==> images/clocks.png <==
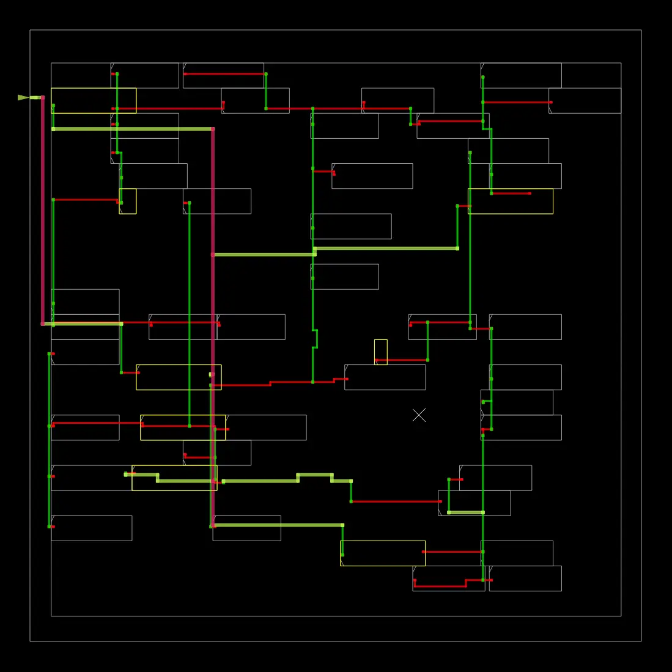
==> images/cell_density.png <==
(4 px per um) 7 x 7 tiles, from black (low) to pale yellow (high), 0 to 100% covered.
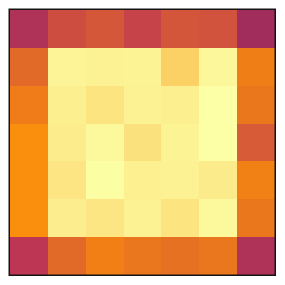
==> images/clk_routes.png <==
(8 px per um)
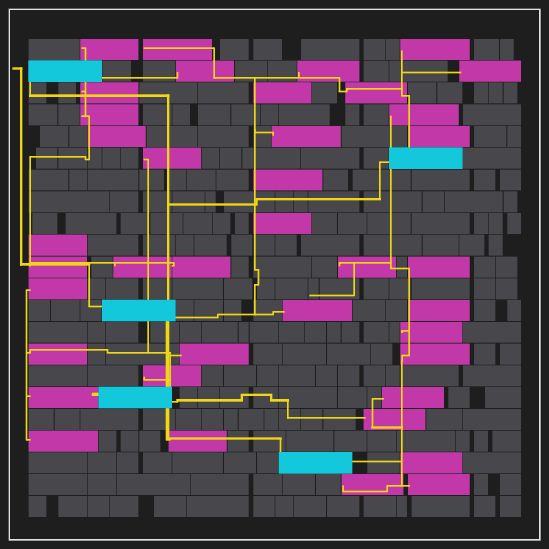
==> images/detail.png <==
Window x 21 to 46, y 21 to 46 um. Cells in grey, sequential cells in the stronger grey; small squares are vias.
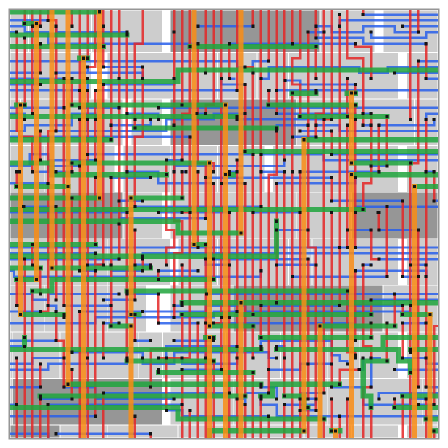
### config.mk
export PLATFORM = sky130hd
export DESIGN_NAME = demux16_deserializer
export DESIGN_NICKNAME = d
export VERILOG_FILES = /design/src/rtl/demux16_deserializer.sv
export SDC_FILE = /design/constraint.sdc
export NUM_CORES = 1
export LEC_CHECK = 0
export CORE_MARGIN = 2
export CORE_UTILIZATION = 48
export CTS_BUF_LIST = sky130_fd_sc_hd__clkbuf_16
export DETAILED_ROUTE_END_ITERATION = 6
export HOLD_SLACK_MARGIN = 0.05
export PLACE_DENSITY = 0.75
export SETUP_SLACK_MARGIN = 0.2
export SYNTH_ARGS = -nofsm -noshare
export SYNTH_HDL_FRONTEND = slang
export SYNTH_SLANG_ARGS = --single-unit
### constraint.sdc
create_clock -name clk -period 1.18 [get_ports clk]
set_input_delay 0.236 -clock clk [delete_from_list [all_inputs] [get_ports clk]]
set_output_delay 0.236 -clock clk [all_outputs]
set_load 0.1 [all_outputs]
### src/rtl/demux16_deserializer.sv
`default_nettype none
// ============================================================================
// Module   : demux16_deserializer
// Brief    : Collects 16 serial bits into a parallel word, with abort and gaps.
// Revision : 1.0 - initial release
// ============================================================================
module demux16_deserializer #(
    parameter int MSB_FIRST = 0
) (
    input  logic        clk,
    input  logic        rst,
    input  logic        din,
    input  logic        din_valid,
    input  logic        frame_start,
    output logic [15:0] out,
    output logic        out_valid,
    output logic [3:0]  slot,
    output logic        busy,
    output logic        frame_err
);

    typedef enum logic [0:0] {
        S_IDLE    = 1'b0,
        S_COLLECT = 1'b1
    } state_t;

    localparam logic [3:0] c_LAST_SLOT = 4'd15;

    state_t      r_state;
    state_t      w_state_nxt;
    logic [15:0] r_shadow;
    logic [15:0] w_shadow_nxt;
    logic [3:0]  r_slot;
    logic [3:0]  w_slot_nxt;
    logic [15:0] r_out;
    logic [15:0] w_out_nxt;
    logic        r_out_valid;
    logic        w_out_valid_nxt;
    logic        r_frame_err;
    logic        w_frame_err_nxt;
    logic        r_busy;
    logic [3:0]  w_wr_slot;
    logic [3:0]  w_wr_idx;

    // A frame_start always restarts at logical slot 0, whatever the current count.
    assign w_wr_slot = frame_start ? 4'd0 : r_slot;
    assign w_wr_idx  = (MSB_FIRST != 0) ? (c_LAST_SLOT - w_wr_slot) : w_wr_slot;

    always_comb begin
        w_state_nxt     = r_state;
        w_shadow_nxt    = r_shadow;
        w_slot_nxt      = r_slot;
        w_out_nxt       = r_out;
        w_out_valid_nxt = 1'b0;
        w_frame_err_nxt = 1'b0;

        case (r_state)
            S_IDLE: begin
                if (frame_start) begin
                    w_state_nxt = S_COLLECT;
                    w_slot_nxt  = 4'd0;
                    if (din_valid) begin
                        w_shadow_nxt[w_wr_idx] = din;
                        w_slot_nxt             = 4'd1;
                    end
                end
            end
            S_COLLECT: begin
                if (frame_start) begin
                    // Abort wins even over the slot-15 bit; out is left untouched.
                    w_frame_err_nxt = 1'b1;
                    w_slot_nxt      = 4'd0;
                    if (din_valid) begin
                        w_shadow_nxt[w_wr_idx] = din;
                        w_slot_nxt             = 4'd1;
                    end
                end else if (din_valid) begin
                    w_shadow_nxt[w_wr_idx] = din;
                    if (r_slot == c_LAST_SLOT) begin
                        w_out_nxt       = w_shadow_nxt;
                        w_out_valid_nxt = 1'b1;
                        w_slot_nxt      = 4'd0;
                        w_state_nxt     = S_IDLE;
                    end else begin
                        w_slot_nxt = r_slot + 4'd1;
                    end
                end
            end
            default: begin
                w_state_nxt = S_IDLE;
            end
        endcase
    end

    always_ff @(posedge clk) begin
        if (rst) begin
            r_state     <= S_IDLE;
            r_shadow    <= 16'h0000;
            r_slot      <= 4'd0;
            r_out       <= 16'h0000;
            r_out_valid <= 1'b0;
            r_frame_err <= 1'b0;
            r_busy      <= 1'b0;
        end else begin
            r_state     <= w_state_nxt;
            r_shadow    <= w_shadow_nxt;
            r_slot      <= w_slot_nxt;
            r_out       <= w_out_nxt;
            r_out_valid <= w_out_valid_nxt;
            r_frame_err <= w_frame_err_nxt;
            r_busy      <= (w_state_nxt == S_COLLECT);
        end
    end

    assign out       = r_out;
    assign out_valid = r_out_valid;
    assign slot      = r_slot;
    assign busy      = r_busy;
    assign frame_err = r_frame_err;

endmodule
`default_nettype wire

==> results.json <==
{
  "status": "complete, but fails checks",
  "violations": "design-rule violations, negative setup slack",
  "antenna_cells": 0,
  "peakVddDrop_uv": 1260,
  "overflow": 0,
  "yosys_area_mm2": 0.00185,
  "final-setup-viol-count": 42,
  "warnings": 29,
  "timing.rr.start": "slot[0]",
  "setup_ws_ps": -289,
  "die_y_um": 66.1,
  "period_minus_slack_ps": 1470,
  "grt_pass1_vias": 2247,
  "io_buffers": 27,
  "crit_required_ps": 1360,
  "path_clk_slew_ps": 60,
  "cp-end-kind": "register",
  "yosysUniqueCellTypes": 37,
  "dp.final_hpwl_mm": 3.61,
  "die_x_um": 66.1,
  "crit_end": "out[12]",
  "rsz0062_at_grt": "yes",
  "drc_errors": 1,
  "yosys_warnings": 0,
  "dr.pass1.iters": 7,
  "slew_headroom_pct": 75.8,
  "rr_worst_depth": 4,
  "crit-reg2reg-capture": "out[12]",
  "path_class": "register to register",
  "syn_area_per_cell_um2": 9.17,
  "antenna_found_initial": 0,
  "drv_slew": 0,
  "min_from": "r_shadow[3]",
  "viasPerCell": 6.95
}
## Picture notes: clocks.png
# clock sinks: 39
CTS Buf Count: 5
registers: 39
clk pwr: 1.48 mW
clk_lat worst skew: 300 ps

## Picture notes: cell_density.png
tiles over 75% full: 57%
densest ninth of the die: centre
mean over tiles: 80%
core area: 0.00369 mm2
Final Util: 96.7%
Starting Density: 50.2%

## Picture notes: clk_routes.png
legend:
  yellow:
    item: clock wires
    length: 557 um
  cyan:
    item: clock drivers
    count: 5
  magenta:
    item: flip-flops
    count: 39
flops lie: spread over the die
Clk pwr share: 46.1%
final clock skew: 10.5 ps

## Picture notes: detail.png
legend:
  green:
    layer: metal 3
  red:
    layer: metal 2
  orange:
    layer: metal 4
  blue:
    layer: metal 1
netlist names of flops here include: `out` (3), `r_shadow` (2)
most frequent: nand2b_1 (5), mux2i_1 (4), buf_6 (4)
sequential cells in the window: 6
cells with their middle in the window: 53

## worst max-delay path: stages (launching register included)
cell	delay [ps]
dfxtp_4	410
ha_4	190
and3_4	270
a21oi_1	150
a311oi_2	330
## synthesized netlist by cell type (2+ instances only)
master and n:
dfxtp_1 39, o21ai_0 13, a21oi_1 16, a311oi_1 3, buf_8 2, or3b_1 2
nand3b_1 2, nand2_1 4, and2b_1 3, nand4_1 5, and3b_1 2, a211oi_1 4
nand3_1 23, nor2_1 5, o2111ai_1 2, clkbuf_1 7, nand2b_1 20, mux2i_1 18
buf_4 2, buf_2 7, o31ai_1 3, nor3_1 3, buf_6 3
## worst min-delay path by stage
| stage | end | slack, ps | cells after the start |
|---|---|---|---|
| after global placement | out[1] | 450 | 2 |
| after floorplan | slot[0] | 380 | 2 |
| after CTS | out[3] | 480 | 2 |
| after detailed placement | out[4] | 460 | 2 |
| after global routing | out[5] | 490 | 2 |
| final | out[3] | 490 | 2 |
## sequential cells by signal (all words and copies together), names as in the netlist
signal,flops
busy,1
frame_err,1
out,16
out_valid,1
r_shadow,16
slot,4
## per-layer routing
layer	part of all wire [%]	wire, um	global-route usage, %
met4	7.0	723	23.5
met1	37	3800	56.6
met5	0	0	0
met2	44	4530	66.0
met3	13	1320	13.3
## cell families (layout without fill, tap and decap cells)
| family | Yosys count | count (layout) | synth area share [%] |
|---|---|---|---|
| AND/OR/NAND/NOR | 76 | 77 | 24.0 |
| AND-OR/OR-AND | 46 | 46 | 15.5 |
| adder cells (fa/ha/maj) | 1 | 1 | 0.675 |
| flip-flops | 39 | 39 | 42.1 |
| multiplexers | 18 | 18 | 9.72 |
| buffers and inverters | 21 | 102 | 7.56 |
| XOR/XNOR | 1 | 1 | 0.473 |
## where the power goes
part           internal (mW)  total, mW  switching [mW]
logic                  0.179      0.406           0.228
registers               1.31       1.33          0.0216
clock network          0.902       1.48           0.583
## stage by stage
stage / instance area, um2 / instances
after floorplan: 1980 / 202
after global placement: 2680 / 291
after detailed placement: 2680 / 291
after CTS: 3320 / 321
after global routing: 3570 / 332
final: 3570 / 332
## final cells by class
type | count | area, um2 | share of cell area, %
clock buffer | 6 | 150 | 4.21
clock inverter | 2 | 8.76 | 0.246
multi-input combinational | 143 | 1330 | 37.4
sequential | 39 | 833 | 23.4
tap | 48 | 60.1 | 1.68
timing repair buffer | 94 | 1180 | 33.1
## what timing repair did
item	CTS	global route
cloned	3	0
pin swaps	30	12
setup endpoints to repair	61	61
gates resized	66	39
setup buffers	19	11
No activity file was given, so power comes from the tool's default toggle rates.
